`config.mk`:
```
export PLATFORM = sky130hd
export DESIGN_NAME = mestre_banco_regs
export DESIGN_NICKNAME = d
export VERILOG_FILES = /design/src/rtl/mestre_banco_regs_pkg.sv /design/src/rtl/contador_inicializacao.sv /design/src/rtl/mestre_banco_regs.sv
export SDC_FILE = /design/constraint.sdc
export NUM_CORES = 1
export LEC_CHECK = 0
export CAP_MARGIN = 20
export CORE_MARGIN = 3
export CORE_UTILIZATION = 45
export DETAILED_ROUTE_END_ITERATION = 7
export HOLD_SLACK_MARGIN = 0.02
export PLACE_DENSITY = 0.75
export SYNTH_ARGS = -nofsm -noshare
export SYNTH_HDL_FRONTEND = slang
export SYNTH_SLANG_ARGS = --single-unit
export TNS_END_PERCENT = 10
```
`constraint.sdc`:
```
create_clock -name clock -period 1.65 [get_ports clock]
set_input_delay 0.4125 -clock clock [delete_from_list [all_inputs] [get_ports clock]]
set_output_delay 0.4125 -clock clock [all_outputs]
set_load 0.02 [all_outputs]
```
`src/rtl/mestre_banco_regs_pkg.sv`:
```
// Shared types and defaults for the register-bank initiator (mestre_banco_regs).
// Optional read-back verification is enabled by defining READBACK_CHECK_EN.
package mestre_banco_regs_pkg;

  localparam int unsigned LARGURA_DADO_PADRAO = 8;
  localparam int unsigned LARGURA_END_PADRAO  = 2;

  localparam logic CMD_LEITURA = 1'b0;
  localparam logic CMD_ESCRITA = 1'b1;

  typedef enum logic [2:0] {
    EST_INIT,
    EST_IDLE,
    EST_WRITE,
    EST_VERIFY,
    EST_READ,
    EST_RESP
  } estado_t;

endpackage

```
`src/rtl/contador_inicializacao.sv`:
```
// Saturating address counter that walks the bank during the post-reset clear.
module contador_inicializacao
  import mestre_banco_regs_pkg::*;
#(
  parameter int unsigned LARGURA = LARGURA_END_PADRAO
) (
  input  logic               clock,
  input  logic               clr,
  input  logic               inc,
  output logic [LARGURA-1:0] cnt,
  output logic               tc
);

  localparam logic [LARGURA-1:0] CNT_MAX = '1;

  logic [LARGURA-1:0] cnt_q;
  logic [LARGURA-1:0] cnt_d;

  // Holds at the last address instead of wrapping
  always_comb begin
    cnt_d = cnt_q;
    if (clr) begin
      cnt_d = '0;
    end else if (inc && (cnt_q != CNT_MAX)) begin
      cnt_d = cnt_q + LARGURA'(1);
    end
  end

  always_ff @(posedge clock) begin
    cnt_q <= cnt_d;
  end

  assign cnt = cnt_q;
  assign tc  = (cnt_q == CNT_MAX);

endmodule

```
`src/rtl/mestre_banco_regs.sv`:
```
// Initiator for the 4x8 register bank: clears it after reset, then serves
// read/write commands. Define READBACK_CHECK_EN to add write read-back checking.
module mestre_banco_regs
  import mestre_banco_regs_pkg::*;
#(
  parameter int unsigned              LARGURA_DADO = LARGURA_DADO_PADRAO,
  parameter int unsigned              LARGURA_END  = LARGURA_END_PADRAO,
  parameter logic [LARGURA_DADO-1:0] VALOR_INIT   = '0
) (
  input  logic                    clock,
  input  logic                    reset,
  input  logic                    cmd_valid,
  output logic                    cmd_ready,
  input  logic                    cmd_write,
  input  logic [LARGURA_END-1:0]  cmd_addr,
  input  logic [LARGURA_DADO-1:0] cmd_data,
  output logic                    resp_valid,
  input  logic                    resp_ready,
  output logic [LARGURA_DADO-1:0] resp_data,
  output logic                    resp_erro,
  output logic                    busy,
  output logic                    EscreveReg,
  output logic [LARGURA_END-1:0]  regEscrito,
  output logic [LARGURA_DADO-1:0] dadoEscrito,
  output logic [LARGURA_END-1:0]  regLido,
  input  logic [LARGURA_DADO-1:0] dadoLido
);

  estado_t                 state_q, state_d;
  logic                    cmd_ready_q, cmd_ready_d;
  logic                    resp_valid_q, resp_valid_d;
  logic [LARGURA_DADO-1:0] resp_data_q, resp_data_d;
  logic                    busy_q, busy_d;
  logic                    escreve_q, escreve_d;
  logic [LARGURA_END-1:0]  reg_escrito_q, reg_escrito_d;
  logic [LARGURA_DADO-1:0] dado_escrito_q, dado_escrito_d;
  logic [LARGURA_END-1:0]  reg_lido_q, reg_lido_d;
`ifdef READBACK_CHECK_EN
  logic                    resp_erro_q, resp_erro_d;
`endif

  logic                    cnt_inc;
  logic [LARGURA_END-1:0]  cnt_init;
  logic                    cnt_tc;

  contador_inicializacao #(
    .LARGURA (LARGURA_END)
  ) u_contador (
    .clock (clock),
    .clr   (reset),
    .inc   (cnt_inc),
    .cnt   (cnt_init),
    .tc    (cnt_tc)
  );

  // Every output register is loaded with the value for the state being entered,
  // so the write address/data registers also serve as the latched command.
  always_comb begin
    state_d        = state_q;
    cmd_ready_d    = 1'b0;
    resp_valid_d   = 1'b0;
    resp_data_d    = resp_data_q;
    escreve_d      = 1'b0;
    reg_escrito_d  = reg_escrito_q;
    dado_escrito_d = dado_escrito_q;
    reg_lido_d     = reg_lido_q;
`ifdef READBACK_CHECK_EN
    resp_erro_d    = resp_erro_q;
`endif
    cnt_inc        = 1'b0;

    case (state_q)
      EST_INIT: begin
        escreve_d      = 1'b1;
        reg_escrito_d  = cnt_init;
        dado_escrito_d = VALOR_INIT;
        cnt_inc        = 1'b1;
        if (cnt_tc) begin
          state_d = EST_IDLE;
        end
      end

      EST_IDLE: begin
        if (cmd_valid && cmd_ready_q) begin
          if (cmd_write == CMD_ESCRITA) begin
            state_d        = EST_WRITE;
            escreve_d      = 1'b1;
            reg_escrito_d  = cmd_addr;
            dado_escrito_d = cmd_data;
          end else begin
            state_d    = EST_READ;
            reg_lido_d = cmd_addr;
          end
        end else begin
          cmd_ready_d = 1'b1;
        end
      end

      EST_WRITE: begin
`ifdef READBACK_CHECK_EN
        state_d    = EST_VERIFY;
        reg_lido_d = reg_escrito_q;
`else
        state_d      = EST_RESP;
        resp_valid_d = 1'b1;
        resp_data_d  = dado_escrito_q;
`endif
      end

`ifdef READBACK_CHECK_EN
      EST_VERIFY: begin
        state_d      = EST_RESP;
        resp_valid_d = 1'b1;
        resp_data_d  = dadoLido;
        resp_erro_d  = (dadoLido != dado_escrito_q);
      end
`endif

      EST_READ: begin
        state_d      = EST_RESP;
        resp_valid_d = 1'b1;
        resp_data_d  = dadoLido;
`ifdef READBACK_CHECK_EN
        resp_erro_d  = 1'b0;
`endif
      end

      EST_RESP: begin
        if (resp_ready) begin
          state_d     = EST_IDLE;
          cmd_ready_d = 1'b1;
        end else begin
          resp_valid_d = 1'b1;
        end
      end

      default: begin
        state_d = EST_INIT;
      end
    endcase

    busy_d = (state_d != EST_IDLE);
  end

  always_ff @(posedge clock) begin
    if (reset) begin
      state_q        <= EST_INIT;
      cmd_ready_q    <= 1'b0;
      resp_valid_q   <= 1'b0;
      resp_data_q    <= '0;
      busy_q         <= 1'b1;
      escreve_q      <= 1'b0;
      reg_escrito_q  <= '0;
      dado_escrito_q <= '0;
      reg_lido_q     <= '0;
`ifdef READBACK_CHECK_EN
      resp_erro_q    <= 1'b0;
`endif
    end else begin
      state_q        <= state_d;
      cmd_ready_q    <= cmd_ready_d;
      resp_valid_q   <= resp_valid_d;
      resp_data_q    <= resp_data_d;
      busy_q         <= busy_d;
      escreve_q      <= escreve_d;
      reg_escrito_q  <= reg_escrito_d;
      dado_escrito_q <= dado_escrito_d;
      reg_lido_q     <= reg_lido_d;
`ifdef READBACK_CHECK_EN
      resp_erro_q    <= resp_erro_d;
`endif
    end
  end

  assign cmd_ready   = cmd_ready_q;
  assign resp_valid  = resp_valid_q;
  assign resp_data   = resp_data_q;
  assign busy        = busy_q;
  // A reset arriving mid-write must keep that write out of the bank
  assign EscreveReg  = escreve_q & ~reset;
  assign regEscrito  = reg_escrito_q;
  assign dadoEscrito = dado_escrito_q;
  assign regLido     = reg_lido_q;
`ifdef READBACK_CHECK_EN
  assign resp_erro   = resp_erro_q;
`else
  assign resp_erro   = 1'b0;
`endif

endmodule

```
Run 1, placement by cell class:
Fill, decap, tap and diode cells in gray.
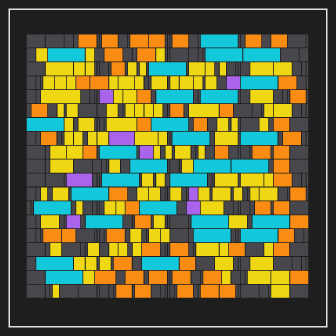
Purple shows clock drivers and dummy loads, cells 8. Yellow shows remaining logic cells, cells 104. Cyan shows registers, cells 29. Orange shows remaining buffers and delay cells, cells 57.
final core occ: 68.6%
sequential share of cell area: 29.7%

Run 1, drive-strength map:
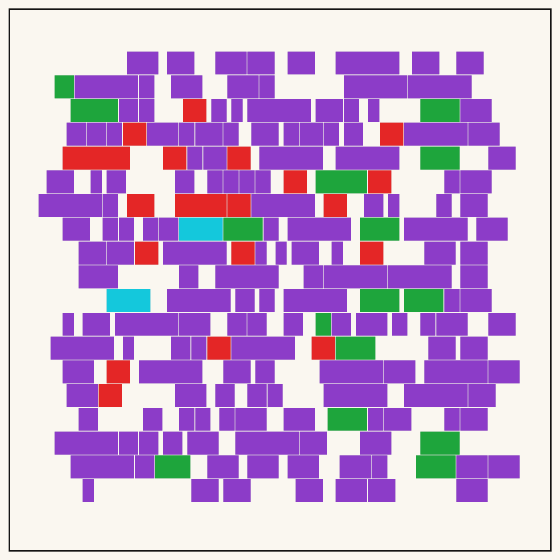
Red shows x3 and x4, cells 19, share 9.6%, most used buf_4. Purple shows x1 and smaller, cells 162, share 82%, most used dfxtp_1. Green shows x2, cells 15, share 7.6%, most used a211oi_2. Cyan shows x6 and larger, cells 2, share 1.0%, most used clkbuf_8.
Area growth syn-to-layout: 39.5%
non-clock buffer instance count of the final layout: 57

==> qor.csv, run 1 <==
metric,value,unit
status,finished clean,
Slowest cell on crit path,clkdlybuf4s50_1,
final hold vios,0,
Floorplan Utilization,49.2,%
Synth Instances,145,
number of synthesized register bits,29,
die width,61.8,um
register share after synthesis,41.4,%
vias post-DR,1268,
# Cells Yosys,145,
DRC,0,
highest-count logic cell in the final layout,dfxtp_1,
CP Data Required Time,1.24,ns
Power Dens Cells,872,nW/um^2
ys async rst share,0,%
Num CTS Buffers,5,
Clock Path Buffers,2,
"Avg Cell Area, Syn",9.67,sq um
FMAX,0.612,GHz
root buffer cell,clkbuf_4,
worst-path cell chain,clkdlybuf4s50_1 -> nor2b_1 -> clkdlybuf4s15_2,
RSZ-0062 raised after global routing,false,
antenna violations before repair,0,
CP endpoint kind,primary output,
register area,581,sq um
clk ins delay skew pair,0.33,ns
"Slew Viols, Final",0,
Final Cycle Share,99.1,%
CP Buf/Inv Count,2,
Run 1, wires at chosen ports, followed through buffers:
Scale bar: 20 um.
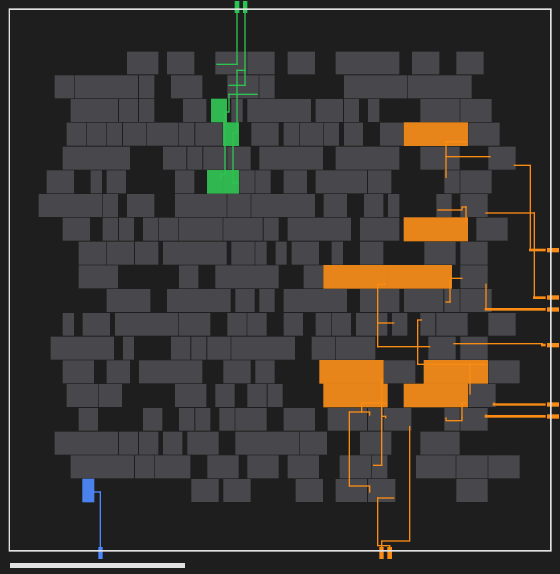
Orange shows `resp_data`, bits 8, direction output, edge 6 right, 2 bottom, end cells 8, wire 176 um. Blue shows `resp_erro`, bits 1, direction output, edge bottom, end cells 1, wire 7.20 um. Green shows `cmd_addr`, bits 2, direction input, edge top, end cells 4, wire 47.5 um.
IO Pins: 48
I/O Buffers: 46

[run 1: state kept, by name, summed over array words and instances (netlist names)]
| signal | count |
|---|---|
| busy | 1 |
| cmd_ready | 1 |
| u_contador.cnt | 2 |
| regLido | 2 |
| dadoEscrito | 8 |
| regEscrito | 2 |
| resp_valid | 1 |
| state_q | 3 |
| escreve_q | 1 |
| resp_data | 8 |
[run 1: per-layer routing]
| layer | share of wire, % | vias to the layer above | routed length [um] | GRT usage (%) |
|---|---|---|---|---|
| met3 | 5.1 | 7 | 184 | 8.06 |
| li1 | - | 630 | - | - |
| met4 | 2.0 | 0 | 72 | 8.48 |
| met1 | 42 | 591 | 1520 | 24.5 |
| met2 | 51 | 40 | 1830 | 35.6 |
| met5 | 0 | - | 0 | 0 |
[run 1: Yosys cell counts (all sizes together) (2+ instances only)]
| cell | instances | share of area, % |
|---|---|---|
| dfxtp | 29 | 41 |
| a21oi | 18 | 7.2 |
| nand3 | 14 | 5.0 |
| nand2b | 10 | 4.5 |
| mux2i | 9 | 6.4 |
| a211oi | 8 | 7.1 |
| buf | 8 | 3.9 |
| o22ai | 7 | 3.1 |
| nor2 | 5 | 1.3 |
| clkbuf | 4 | 1.1 |
| nor2b | 3 | 1.3 |
| nor3b | 3 | 2.3 |
| a31oi | 2 | 0.89 |
| and2 | 2 | 0.89 |
| nand2 | 2 | 0.54 |
| nor4b | 2 | 1.2 |
| o21ai | 2 | 0.71 |
| or2 | 2 | 1.1 |
[run 1: worst register-to-register path: stages (launching register included)]
cell	delay, ns
dfxtp_1	0.46
clkinv_1	0.28
and2_1	0.37
a211oi_2	0.23
[run 1: how the worst min path moves through the flow]
stage / slack (ns) / cells after the start / to
6_report: 0.49 / 2 / regLido[1]
5_1_grt: 0.53 / 2 / regLido[1]
4_1_cts: 0.50 / 2 / regLido[1]
3_5_place_dp: 0.49 / 2 / regLido[1]
3_3_place_gp: 0.46 / 2 / regLido[1]
2_1_floorplan: 0.48 / 2 / u_contador.cnt[1]
[run 1: through the flow]
stage          worst slack (ns)  util [%]
2_1_floorplan             0.319         -
3_3_place_gp             -0.342      67.1
3_5_place_dp             -0.333      67.1
4_1_cts                  0.0131      68.6
5_1_grt                 0.00415      68.6
6_report                 0.0152      68.6
[run 1: area by class of cell]
type / count / area share [%]
clock buffer: 7 / 3.32
clock inverter: 1 / 0.256
inverter: 2 / 0.384
multi-input combinational: 102 / 38.0
sequential: 29 / 29.7
tap: 31 / 1.98
timing repair buffer: 57 / 26.3
[run 1: where the power goes]
part	switching, W	internal (W)	total (W)
Sequential	0.0000417	0.000751	0.000793
Clock	0.000246	0.000247	0.000492
Combinational	0.000211	0.000211	0.000422
Total	0.000499	0.00121	0.00171
[run 1: kinds of logic (layout without fill, tap and decap cells)]
logic type | count (synthesis) | count (layout) | share of synthesized area, %
AND/OR/NAND/NOR | 50 | 50 | 22.9
multiplexers | 9 | 9 | 6.42
buffers and inverters | 14 | 67 | 5.53
flip-flops | 29 | 29 | 41.4
XOR/XNOR | 2 | 2 | 1.78
AND-OR/OR-AND | 39 | 39 | 20.8
adder cells (fa/ha/maj) | 1 | 1 | 0.892
other | 1 | 1 | 0.267
--- run 2 (diff from run 1) ---
- SKIP_LAST_GASP: default -> 1
Run 2, drive-strength map:
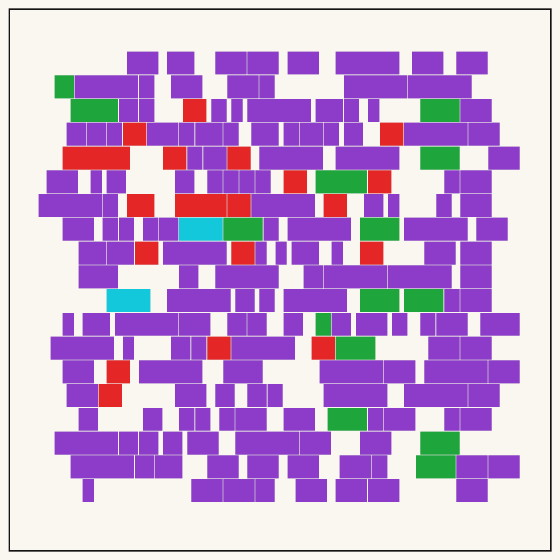
Purple shows x1 and smaller, cells 163, share 82%, most used clkdlybuf4s50_1. Red shows x3 and x4, cells 19, share 9.6%, most used buf_4. Green shows x2, cells 14, share 7.1%, most used a211oi_2. Cyan shows x6 and larger, cells 2, share 1.0%, most used clkbuf_8.
Area growth syn-to-layout: 41.7%
post-route design area: 1990 sq um
fin worst setup slack: -0.102 ns

Run 2, cell outlines without signal wires:
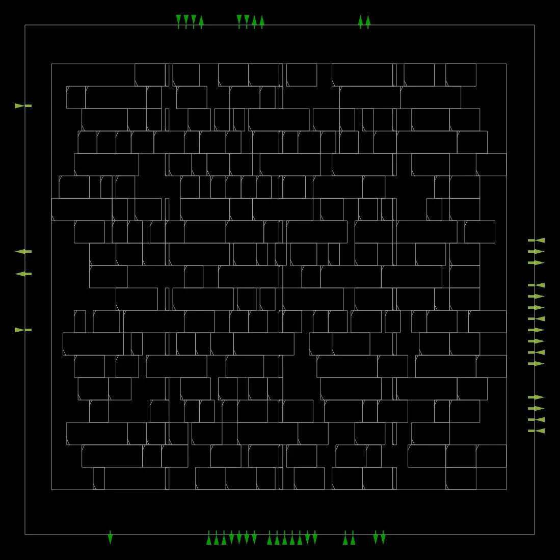
fillers: 250
sequential share of cell area: 29.2%
registers: 29
site row count: 19
TAP cells: 31

Run 2, placement by cell class:
Fill, decap, tap and diode cells in gray.
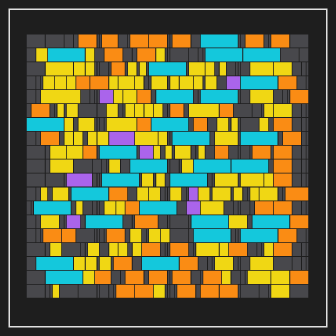
Cyan shows registers, cells 29. Purple shows clock drivers and dummy loads, cells 8. Orange shows remaining buffers and delay cells, cells 57. Yellow shows remaining logic cells, cells 104.
final core occ: 69.6%
core footprint: 2850 sq um

==> run 2 against run 1 <==
The run now ends with negative setup slack left; die size is the same; area after synthesis is the same; final cell count is the same; register-to-register slack is essentially flat; clock power is essentially flat; sequential share of layout area shrank 0.45 points; synthesized cell count is the same; non-clock buffer count is the same; clock skew is essentially flat; core utilization grew 1.1 points; critical path depth shrank 2; total power grew 0.60%.
==> qor.csv, run 2 <==
metric,value,unit,change
final hold vios,0,,unchanged
CP Data Required Time,1.24,ns,about the same
FMAX,0.571,GHz,-6.7%
Slowest cell on crit path,clkdlybuf4s50_1,,
clk ins delay skew pair,0.33,ns,about the same
Final Cycle Share,106,%,+7.1 points
DRC,0,,unchanged
I/O Buffers,46,,unchanged
DPL Wire Length,2720,um,
hold endpoint,regLido[1],,
Final setup viols,20,,
Cell area leaders,"dfxtp_1, a211oi_2, mux2i_1",,
Floorplan Utilization,49.2,%,unchanged
worst-path cell chain,clkdlybuf4s50_1,,
fin worst setup slack,-0.102,ns,-0.117 ns
"Avg Cell Area, Syn",9.67,sq um,unchanged
failing checks,negative setup slack,,
CP Buf/Inv Count,1,,-1
CTS tree,yes,,
Num CTS Buffers,5,,unchanged
worst hold stages,2,,unchanged
CP endpoint kind,primary output,,
die width,61.8,um,unchanged
Clock Path Buffers,2,,unchanged
"Slew Viols, Final",0,,unchanged
number of synthesized register bits,29,,unchanged
root buffer cell,clkbuf_4,,
Synth area leader,dfxtp_1,,
# Cells Yosys,145,,unchanged
highest-count logic cell in the final layout,clkdlybuf4s50_1,,
register area,581,sq um,unchanged
ys async rst share,0,%,unchanged
vias post-DR,1274,,+0.47%
Setup WS pre-CTS,-0.333,ns,unchanged
RSZ-0062 raised after global routing,true,,
status,finished with violations,,
Power Dens Cells,864,nW/um^2,-0.92%
most common cell in the netlist,dfxtp_1,,
## run 2: cell counts after synthesis
Identical to the previous run, type by type.
## run 2: final cells by class
type,instances,area share [%]
sequential,29,29.2
multi-input combinational,102,37.5
tap,31,1.95
clock buffer,7,3.27
inverter,2,0.378
clock inverter,1,0.252
timing repair buffer,57,27.5
## run 2: logic make-up (layout without fill, tap and decap cells)
family | after synthesis | in the layout | share of synthesized area, %
mux | 9 | 9 | 6.42
buf+inv | 14 | 67 | 5.53
fa+ha+maj | 1 | 1 | 0.892
simple gates | 50 | 50 | 22.9
compound gates | 39 | 39 | 20.8
other cells | 1 | 1 | 0.267
xor+xnor | 2 | 2 | 1.78
flops | 29 | 29 | 41.4
## run 2: report_power, final
group          total (W)  switching, W  internal (W)
sequential      0.000793     0.0000424      0.000751
combinational   0.000435      0.000211      0.000223
clock           0.000489      0.000243      0.000247
total            0.00172      0.000496       0.00122
## run 2: how the worst max path moves through the flow
stage,endpoint,from,slack (ns)
2_1_floorplan,EscreveReg,reset,0.32
3_3_place_gp,EscreveReg,reset,-0.34
3_5_place_dp,EscreveReg,reset,-0.33
4_1_cts,dadoEscrito[2],dadoEscrito[2],-0.13
5_1_grt,regEscrito[0],regEscrito[0],-0.18
6_report,dadoEscrito[2],dadoEscrito[2],-0.10
## run 2: metrics by stage
step	area, sq um	power, W
floorplan	1400	0.00107
global placement	1910	0.00123
detailed placement	1910	0.00125
CTS	1980	0.00174
global route	1990	0.00182
finish	1990	0.00172
## run 2: timing repair
| item | in CTS | in global routing |
|---|---|---|
| setup endpoints to repair | 24 | 23 |
| cloned | 0 | 0 |
| gates resized | 2 | 2 |
| hold buffers | 0 | 0 |
| pin swaps | 0 | 0 |
## run 2: worst reg2reg max path: cells and delay by family (launching register included)
kind / cells / cell delay (ns)
flops: 1 / 0.46
simple gates: 1 / 0.37
buf+inv: 1 / 0.28
compound gates: 1 / 0.23
## run 2: routing by layer
layer / GRT usage, % / up-vias / routed length, um
met4: 8.48 / 0 / 74
li1: - / 633 / -
met1: 24.5 / 586 / 1490
met2: 35.6 / 47 / 1810
met5: 0 / - / 0
met3: 8.06 / 8 / 232
Power is estimated from default activity; no workload was simulated.
